$ cat src/rtl/uart_pkg.sv
// Shared types and helpers for the FIFO-buffered UART.
`timescale 1ns/1ps
package uart_pkg;

  // Smallest usable bit period; shorter divisors are clamped up to this.
  localparam int MIN_DIV = 4;

  typedef enum logic [2:0] {
    TX_IDLE,
    TX_START,
    TX_DATA,
    TX_PARITY,
    TX_STOP
  } tx_state_t;

  typedef enum logic [2:0] {
    RX_IDLE,
    RX_START,
    RX_DATA,
    RX_PARITY,
    RX_STOP,
    RX_WAIT_HIGH
  } rx_state_t;

  // Parity bit that makes XOR(data, bit) equal to odd.
  function automatic logic parity_bit(input logic [7:0] data, input logic odd);
    return (^data) ^ odd;
  endfunction

endpackage

$ cat src/rtl/uart_sync_fifo.sv
// Synchronous first-word fall-through FIFO with occupancy count.
`timescale 1ns/1ps
module uart_sync_fifo #(
  parameter int WIDTH = 8,
  parameter int DEPTH = 16,
  localparam int AW   = $clog2(DEPTH)
) (
  input  logic             clk,
  input  logic             rst_n,
  input  logic             clr,
  input  logic             push,
  input  logic             pop,
  input  logic [WIDTH-1:0] wdata,
  output logic [WIDTH-1:0] rdata,
  output logic             full,
  output logic             empty,
  output logic [AW:0]      level
);

  logic [WIDTH-1:0] mem [DEPTH];
  logic [AW-1:0]    wr_ptr_q, wr_ptr_d;
  logic [AW-1:0]    rd_ptr_q, rd_ptr_d;
  logic [AW:0]      count_q, count_d;
  logic             do_push, do_pop;

  assign full  = (count_q == (AW+1)'(DEPTH));
  assign empty = (count_q == '0);
  assign level = count_q;

  // A pop on an empty FIFO is ignored; a push on a full FIFO only lands
  // when a pop frees the slot in the same cycle.
  assign do_pop  = pop && !empty;
  assign do_push = push && (!full || do_pop);

  // Head of the FIFO is presented combinationally; zero when empty.
  assign rdata = empty ? '0 : mem[rd_ptr_q];

  // Pointer and count update.
  always_comb begin
    wr_ptr_d = wr_ptr_q;
    rd_ptr_d = rd_ptr_q;
    count_d  = count_q;
    if (clr) begin
      wr_ptr_d = '0;
      rd_ptr_d = '0;
      count_d  = '0;
    end else begin
      if (do_push) wr_ptr_d = wr_ptr_q + 1'b1;
      if (do_pop)  rd_ptr_d = rd_ptr_q + 1'b1;
      case ({do_push, do_pop})
        2'b10:   count_d = count_q + 1'b1;
        2'b01:   count_d = count_q - 1'b1;
        default: count_d = count_q;
      endcase
    end
  end

  // Pointer and count registers.
  always_ff @(posedge clk or negedge rst_n) begin
    if (!rst_n) begin
      wr_ptr_q <= '0;
      rd_ptr_q <= '0;
      count_q  <= '0;
    end else begin
      wr_ptr_q <= wr_ptr_d;
      rd_ptr_q <= rd_ptr_d;
      count_q  <= count_d;
    end
  end

  // Storage array; contents need no reset since count gates visibility.
  always_ff @(posedge clk) begin
    if (do_push && !clr) mem[wr_ptr_q] <= wdata;
  end

endmodule

$ cat src/rtl/uart_fifo_trx.sv
// Full-duplex UART with TX/RX FIFOs, programmable divisor, parity and stop bits.
`timescale 1ns/1ps
module uart_fifo_trx
  import uart_pkg::*;
#(
  parameter int DEPTH = 16,
  parameter int DIV_W = 16
) (
  input  logic                     i_clk,
  input  logic                     i_rst,
  input  logic                     i_en,
  input  logic [DIV_W-1:0]         i_div,
  input  logic                     i_par_en,
  input  logic                     i_par_odd,
  input  logic                     i_stop2,
  input  logic                     i_tx_wr,
  input  logic [7:0]               i_tx_data,
  output logic                     o_tx_full,
  output logic                     o_tx_empty,
  output logic                     o_tx_busy,
  input  logic                     i_rx_rd,
  output logic [7:0]               o_rx_data,
  output logic                     o_rx_empty,
  output logic                     o_rx_full,
  output logic [$clog2(DEPTH):0]   o_rx_level,
  input  logic                     i_err_clr,
  output logic                     o_frame_err,
  output logic                     o_parity_err,
  output logic                     o_overrun,
  output logic                     o_irq_rx,
  output logic                     o_irq_tx,
  input  logic                     i_RX,
  output logic                     o_TX
);

  localparam int LW = $clog2(DEPTH) + 1;

  logic [DIV_W-1:0] div_eff;
  assign div_eff = (i_div < DIV_W'(MIN_DIV)) ? DIV_W'(MIN_DIV) : i_div;

  // ---------------- FIFOs ----------------
  logic [7:0]    tx_head;
  logic          tx_full, tx_empty, tx_pop;
  logic [LW-1:0] tx_level;
  logic          rx_push, rx_full, rx_empty;
  logic [7:0]    rx_shift_q, rx_shift_d;

  uart_sync_fifo #(.WIDTH(8), .DEPTH(DEPTH)) u_tx_fifo (
    .clk   (i_clk),
    .rst_n (i_rst),
    .clr   (!i_en),
    .push  (i_tx_wr && !tx_full),
    .pop   (tx_pop),
    .wdata (i_tx_data),
    .rdata (tx_head),
    .full  (tx_full),
    .empty (tx_empty),
    .level (tx_level)
  );

  uart_sync_fifo #(.WIDTH(8), .DEPTH(DEPTH)) u_rx_fifo (
    .clk   (i_clk),
    .rst_n (i_rst),
    .clr   (!i_en),
    .push  (rx_push),
    .pop   (i_rx_rd),
    .wdata (rx_shift_q),
    .rdata (o_rx_data),
    .full  (rx_full),
    .empty (rx_empty),
    .level (o_rx_level)
  );

  assign o_tx_full  = tx_full;
  assign o_tx_empty = tx_empty;
  assign o_rx_full  = rx_full;
  assign o_rx_empty = rx_empty;

  // ---------------- TX ----------------
  tx_state_t        tx_state_q, tx_state_d;
  logic [DIV_W-1:0] tx_cnt_q, tx_cnt_d, tx_div_q, tx_div_d;
  logic [2:0]       tx_bit_q, tx_bit_d;
  logic [7:0]       tx_shift_q, tx_shift_d;
  logic             tx_par_en_q, tx_par_en_d, tx_stop2_q, tx_stop2_d;
  logic             tx_par_q, tx_par_d, tx_stop_idx_q, tx_stop_idx_d;
  logic             tx_line_q, tx_line_d;
  logic             tx_bit_end, tx_start_frame;

  assign tx_bit_end = (tx_cnt_q == tx_div_q - 1'b1);
  assign o_TX       = tx_line_q;
  assign o_tx_busy  = (tx_state_q != TX_IDLE);

  // TX next state: a new frame starts from IDLE or directly after the last
  // stop bit so queued bytes go out without an idle gap.
  always_comb begin
    tx_state_d     = tx_state_q;
    tx_cnt_d       = tx_bit_end ? '0 : tx_cnt_q + 1'b1;
    tx_div_d       = tx_div_q;
    tx_bit_d       = tx_bit_q;
    tx_shift_d     = tx_shift_q;
    tx_par_en_d    = tx_par_en_q;
    tx_stop2_d     = tx_stop2_q;
    tx_par_d       = tx_par_q;
    tx_stop_idx_d  = tx_stop_idx_q;
    tx_line_d      = tx_line_q;
    tx_pop         = 1'b0;
    tx_start_frame = 1'b0;
    case (tx_state_q)
      TX_IDLE: begin
        tx_cnt_d  = '0;
        tx_line_d = 1'b1;
        if (!tx_empty) tx_start_frame = 1'b1;
      end
      TX_START: begin
        if (tx_bit_end) begin
          tx_state_d = TX_DATA;
          tx_bit_d   = 3'd0;
          tx_line_d  = tx_shift_q[0];
        end
      end
      TX_DATA: begin
        if (tx_bit_end) begin
          if (tx_bit_q == 3'd7) begin
            tx_stop_idx_d = 1'b0;
            if (tx_par_en_q) begin
              tx_state_d = TX_PARITY;
              tx_line_d  = tx_par_q;
            end else begin
              tx_state_d = TX_STOP;
              tx_line_d  = 1'b1;
            end
          end else begin
            tx_bit_d   = tx_bit_q + 1'b1;
            tx_shift_d = {1'b0, tx_shift_q[7:1]};
            tx_line_d  = tx_shift_q[1];
          end
        end
      end
      TX_PARITY: begin
        if (tx_bit_end) begin
          tx_state_d = TX_STOP;
          tx_line_d  = 1'b1;
        end
      end
      TX_STOP: begin
        if (tx_bit_end) begin
          if (tx_stop2_q && !tx_stop_idx_q) begin
            tx_stop_idx_d = 1'b1;
          end else if (!tx_empty) begin
            tx_start_frame = 1'b1;
          end else begin
            tx_state_d = TX_IDLE;
            tx_line_d  = 1'b1;
          end
        end
      end
      default: tx_state_d = TX_IDLE;
    endcase
    if (tx_start_frame) begin
      tx_state_d    = TX_START;
      tx_cnt_d      = '0;
      tx_line_d     = 1'b0;
      tx_shift_d    = tx_head;
      tx_div_d      = div_eff;
      tx_par_en_d   = i_par_en;
      tx_stop2_d    = i_stop2;
      tx_par_d      = parity_bit(tx_head, i_par_odd);
      tx_stop_idx_d = 1'b0;
      tx_pop        = 1'b1;
    end
    if (!i_en) begin
      tx_state_d    = TX_IDLE;
      tx_cnt_d      = '0;
      tx_div_d      = DIV_W'(MIN_DIV);
      tx_bit_d      = '0;
      tx_shift_d    = '0;
      tx_par_en_d   = 1'b0;
      tx_stop2_d    = 1'b0;
      tx_par_d      = 1'b0;
      tx_stop_idx_d = 1'b0;
      tx_line_d     = 1'b1;
      tx_pop        = 1'b0;
    end
  end

  // TX state registers; the line returns high the instant reset asserts.
  always_ff @(posedge i_clk or negedge i_rst) begin
    if (!i_rst) begin
      tx_state_q    <= TX_IDLE;
      tx_cnt_q      <= '0;
      tx_div_q      <= DIV_W'(MIN_DIV);
      tx_bit_q      <= '0;
      tx_shift_q    <= '0;
      tx_par_en_q   <= 1'b0;
      tx_stop2_q    <= 1'b0;
      tx_par_q      <= 1'b0;
      tx_stop_idx_q <= 1'b0;
      tx_line_q     <= 1'b1;
    end else begin
      tx_state_q    <= tx_state_d;
      tx_cnt_q      <= tx_cnt_d;
      tx_div_q      <= tx_div_d;
      tx_bit_q      <= tx_bit_d;
      tx_shift_q    <= tx_shift_d;
      tx_par_en_q   <= tx_par_en_d;
      tx_stop2_q    <= tx_stop2_d;
      tx_par_q      <= tx_par_d;
      tx_stop_idx_q <= tx_stop_idx_d;
      tx_line_q     <= tx_line_d;
    end
  end

  // ---------------- RX ----------------
  logic rx_s1_q, rx_s2_q;

  // Two-flop synchroniser for the asynchronous serial input.
  always_ff @(posedge i_clk or negedge i_rst) begin
    if (!i_rst) begin
      rx_s1_q <= 1'b1;
      rx_s2_q <= 1'b1;
    end else if (!i_en) begin
      rx_s1_q <= 1'b1;
      rx_s2_q <= 1'b1;
    end else begin
      rx_s1_q <= i_RX;
      rx_s2_q <= rx_s1_q;
    end
  end

  rx_state_t        rx_state_q, rx_state_d;
  logic [DIV_W-1:0] rx_cnt_q, rx_cnt_d, rx_div_q, rx_div_d;
  logic [2:0]       rx_bit_q, rx_bit_d;
  logic             rx_par_en_q, rx_par_en_d, rx_par_odd_q, rx_par_odd_d;
  logic             rx_half_end, rx_bit_end;
  logic             frame_evt, parity_evt, overrun_evt;

  assign rx_half_end = (rx_cnt_q == (rx_div_q >> 1) - 1'b1);
  assign rx_bit_end  = (rx_cnt_q == rx_div_q - 1'b1);

  // RX next state: start bit is re-checked at half a bit, the rest sampled
  // one bit period apart; a low stop bit parks in WAIT_HIGH until the line
  // recovers so a held break yields a single byte.
  always_comb begin
    rx_state_d   = rx_state_q;
    rx_cnt_d     = rx_cnt_q + 1'b1;
    rx_div_d     = rx_div_q;
    rx_bit_d     = rx_bit_q;
    rx_shift_d   = rx_shift_q;
    rx_par_en_d  = rx_par_en_q;
    rx_par_odd_d = rx_par_odd_q;
    rx_push      = 1'b0;
    frame_evt    = 1'b0;
    parity_evt   = 1'b0;
    case (rx_state_q)
      RX_IDLE: begin
        rx_cnt_d = '0;
        if (!rx_s2_q) begin
          rx_state_d   = RX_START;
          rx_div_d     = div_eff;
          rx_par_en_d  = i_par_en;
          rx_par_odd_d = i_par_odd;
        end
      end
      RX_START: begin
        if (rx_half_end) begin
          rx_cnt_d   = '0;
          rx_bit_d   = 3'd0;
          rx_state_d = rx_s2_q ? RX_IDLE : RX_DATA;
        end
      end
      RX_DATA: begin
        if (rx_bit_end) begin
          rx_cnt_d   = '0;
          rx_shift_d = {rx_s2_q, rx_shift_q[7:1]};
          if (rx_bit_q == 3'd7) rx_state_d = rx_par_en_q ? RX_PARITY : RX_STOP;
          else                  rx_bit_d   = rx_bit_q + 1'b1;
        end
      end
      RX_PARITY: begin
        if (rx_bit_end) begin
          rx_cnt_d   = '0;
          parity_evt = (rx_s2_q != parity_bit(rx_shift_q, rx_par_odd_q));
          rx_state_d = RX_STOP;
        end
      end
      RX_STOP: begin
        if (rx_bit_end) begin
          rx_cnt_d = '0;
          rx_push  = 1'b1;
          if (!rx_s2_q) begin
            frame_evt  = 1'b1;
            rx_state_d = RX_WAIT_HIGH;
          end else begin
            rx_state_d = RX_IDLE;
          end
        end
      end
      RX_WAIT_HIGH: begin
        rx_cnt_d = '0;
        if (rx_s2_q) rx_state_d = RX_IDLE;
      end
      default: rx_state_d = RX_IDLE;
    endcase
    if (!i_en) begin
      rx_state_d   = RX_IDLE;
      rx_cnt_d     = '0;
      rx_div_d     = DIV_W'(MIN_DIV);
      rx_bit_d     = '0;
      rx_shift_d   = '0;
      rx_par_en_d  = 1'b0;
      rx_par_odd_d = 1'b0;
      rx_push      = 1'b0;
      frame_evt    = 1'b0;
      parity_evt   = 1'b0;
    end
  end

  // RX state registers; reset discards any partially received byte.
  always_ff @(posedge i_clk or negedge i_rst) begin
    if (!i_rst) begin
      rx_state_q   <= RX_IDLE;
      rx_cnt_q     <= '0;
      rx_div_q     <= DIV_W'(MIN_DIV);
      rx_bit_q     <= '0;
      rx_shift_q   <= '0;
      rx_par_en_q  <= 1'b0;
      rx_par_odd_q <= 1'b0;
    end else begin
      rx_state_q   <= rx_state_d;
      rx_cnt_q     <= rx_cnt_d;
      rx_div_q     <= rx_div_d;
      rx_bit_q     <= rx_bit_d;
      rx_shift_q   <= rx_shift_d;
      rx_par_en_q  <= rx_par_en_d;
      rx_par_odd_q <= rx_par_odd_d;
    end
  end

  // ---------------- Flags and interrupts ----------------
  logic frame_err_q, frame_err_d, parity_err_q, parity_err_d;
  logic overrun_q, overrun_d, irq_rx_q, irq_rx_d, irq_tx_q, irq_tx_d;

  // A pop in the same cycle makes room, so that push is not an overrun.
  assign overrun_evt = rx_push && rx_full && !i_rx_rd;

  // Sticky flags: a new event wins over a simultaneous clear.
  always_comb begin
    frame_err_d  = (frame_err_q  && !i_err_clr) || frame_evt;
    parity_err_d = (parity_err_q && !i_err_clr) || parity_evt;
    overrun_d    = (overrun_q    && !i_err_clr) || overrun_evt;
    irq_rx_d     = !rx_empty;
    irq_tx_d     = (tx_level == '0) && (tx_state_q == TX_IDLE);
    if (!i_en) begin
      frame_err_d  = 1'b0;
      parity_err_d = 1'b0;
      overrun_d    = 1'b0;
      irq_rx_d     = 1'b0;
      irq_tx_d     = 1'b0;
    end
  end

  // Flag and interrupt registers.
  always_ff @(posedge i_clk or negedge i_rst) begin
    if (!i_rst) begin
      frame_err_q  <= 1'b0;
      parity_err_q <= 1'b0;
      overrun_q    <= 1'b0;
      irq_rx_q     <= 1'b0;
      irq_tx_q     <= 1'b0;
    end else begin
      frame_err_q  <= frame_err_d;
      parity_err_q <= parity_err_d;
      overrun_q    <= overrun_d;
      irq_rx_q     <= irq_rx_d;
      irq_tx_q     <= irq_tx_d;
    end
  end

  assign o_frame_err  = frame_err_q;
  assign o_parity_err = parity_err_q;
  assign o_overrun    = overrun_q;
  assign o_irq_rx     = irq_rx_q;
  assign o_irq_tx     = irq_tx_q;

endmodule

$ cat config.mk
export PLATFORM = sky130hd
export DESIGN_NAME = uart_fifo_trx
export DESIGN_NICKNAME = d
export VERILOG_FILES = /design/src/rtl/uart_pkg.sv /design/src/rtl/uart_sync_fifo.sv /design/src/rtl/uart_fifo_trx.sv
export SDC_FILE = /design/constraint.sdc
export NUM_CORES = 1
export LEC_CHECK = 0
export CAP_MARGIN = 20
export CELL_PAD_IN_SITES_DETAIL_PLACEMENT = 0
export CELL_PAD_IN_SITES_GLOBAL_PLACEMENT = 1
export CORE_MARGIN = 5
export CORE_UTILIZATION = 46
export CTS_CLUSTER_DIAMETER = 80
export DETAILED_ROUTE_END_ITERATION = 6
export GPL_TIMING_DRIVEN = 0
export PLACE_DENSITY_LB_ADDON = 0.1
export SLEW_MARGIN = 10
export SYNTH_ARGS = -nofsm -noshare
export SYNTH_HDL_FRONTEND = slang
export SYNTH_SLANG_ARGS = --single-unit
$ cat constraint.sdc
create_clock -name i_clk -period 3.6 [get_ports i_clk]
set_input_delay 0.9 -clock i_clk [delete_from_list [all_inputs] [get_ports i_clk]]
set_output_delay 0.9 -clock i_clk [all_outputs]
set_load 0.1 [all_outputs]
==> deck_impl_summary.md <==
Run Summary

Setup path
  • Setup crit end: u_tx_fifo.level[4]
  • Crit. End Element: flip-flop
  • Reg2reg start: tx_div_q[5]
  • Worst EP arrival: just over 4000 ps
  • Most Frequent Cell on Critical Path: a21oi_2
  • Crit-path cells: clkdlybuf4s50_1, inv_1, clkbuf_1, clkbuf_2, nor3_4, xor2_1, ha_2, or3_1, a21oi_2, nand4_1, a21oi_2, nor3b_2
  • Top cell family by delay on the critical path: buffers and inverters
  • CP Buf/Inv Count: 4
  • CP Launch Point: i_en
  • Flop2flop setup slack: -90 ps

Layout
  • Ant diodes: 1
  • Fillers: 3252
  • Most frequent cells in the layout: 256 x edfxtp_1, 121 x dfrtp_1, 108 x nand2_1
  • Bufs w/o clock: around 170
  • Dominant logic cell type in the layout: edfxtp_1
  • Seq area share: 0.501
  • Signal buffers share of area: 0.0622
  • Inverter count: 38
  • Clock Buffer Count: around 56
  • Multi-input combinational cell area: 7400 um^2
  • Multi-input gates: ~930

Power and ir drop
  • Switching share of power: 0.317
  • Clk pwr: 4.28 mW
  • PD cells: roughly 600 nW/um^2
  • Worst vdd ir: around 0.79 mV
  • Switching pwr: 4.13 mW
  • Clock share of power: 0.328

CTS
  • Root Buffer: clkbuf_16
  • CTS Hold Bufs: 0
  • H-Tree Depth: 2
  • CTS resizes: ~140
  • Clk ins delay skew pair: between 500 and 600 ps
  • Setup bufs post-CTS: 27

Die
  • Starting Density: 0.463
  • Core area: slightly below 40000 um^2
  • Top-level port count: between 50 and 60
  • TAP cells: approximately 530
  • Row count: between 70 and 80
  • Die Height: 209 um
  • Total die size: 43900 um^2

Detailed routing
  • Met1 WL: 21.5 mm
  • Metal3 WL: about 1.3 mm
  • Highest routed metal layer: met4
  • Initial DRC Count: between 700 and 800

Run status
  • Status: finished, violations left
  • Failing checks: setup timing

Final timing
  • Slew @ Worst Pin: between 1000 and 1500 ps
  • Pins over their slew limit: 0
  • Post-Route Skew: 30.1 ps
  • Final hold viol count: 0
  • Setup-failing EPs final: 1
  • Worst Slack Setup Final: -110 ps

Placed design
  • Setup WS pre-CTS: -1130 ps
  • Hpwl dp: about 31 mm

Synthesis
  • Synth Instances: around 1400
  • YS chip area: approximately 18000 um^2
  • Multiplexer area fraction after synthesis: 0.0855
  • Post-synth top cells: 256 x edfxtp_1, 127 x dfrtp_1, 122 x nor2_1
  • Ys Warns: 0
  • Cell accounting for the most synthesized area: edfxtp_1
  • Post-synth EDFFs: roughly 260

GRT
  • Largest net degree at the start of global routing: approximately 53
  • Initial antenna violation count: 1
  • First-pass GRT wire length: between 70 and 80 mm
  • All-Layer GR Usage: 0.205
  • Grt ovf: 0

Flow run
  • Max-Cap Viols: 0
  • Tally of OpenROAD warnings: 36

Worst hold path
  • Hold Path Class: primary input to asynchronous set/reset pin
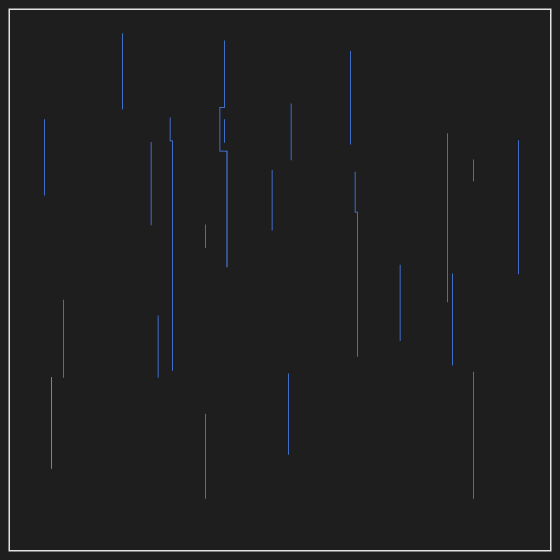
Fig. 1. Signal wires on met4.
wire length on this layer	844 um
nets with wire on the layer	8
Via Count: 11900
Post-Route WL: 45.0 mm

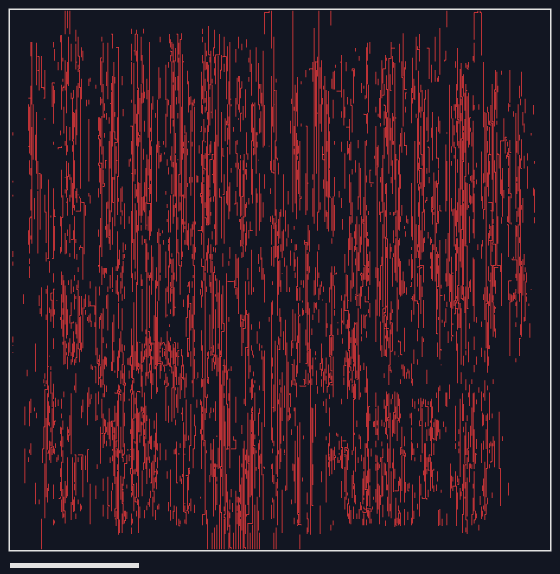
Fig. 2. Met2 routing.
Bar = 50 um.
wire length on this layer	21.3 mm
share of all routed wire	47%
met2 usage in global routing: 0.329

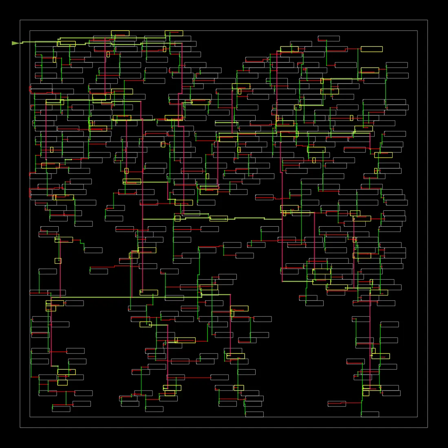
Fig. 3. Clock routing.
clk sinks: 388
CTS buffer count: 43

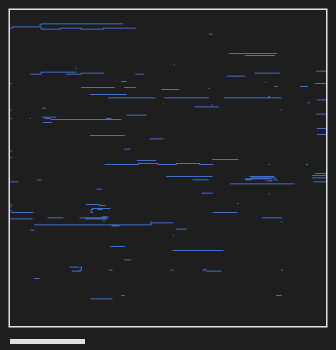
Fig. 4. Met3 routing.
Bar = 50 um.
nets with wire on the layer	71
wire length on this layer	1300 um
met3 Usage GRT: 0.0259

Power is estimated from default activity; no workload was simulated.
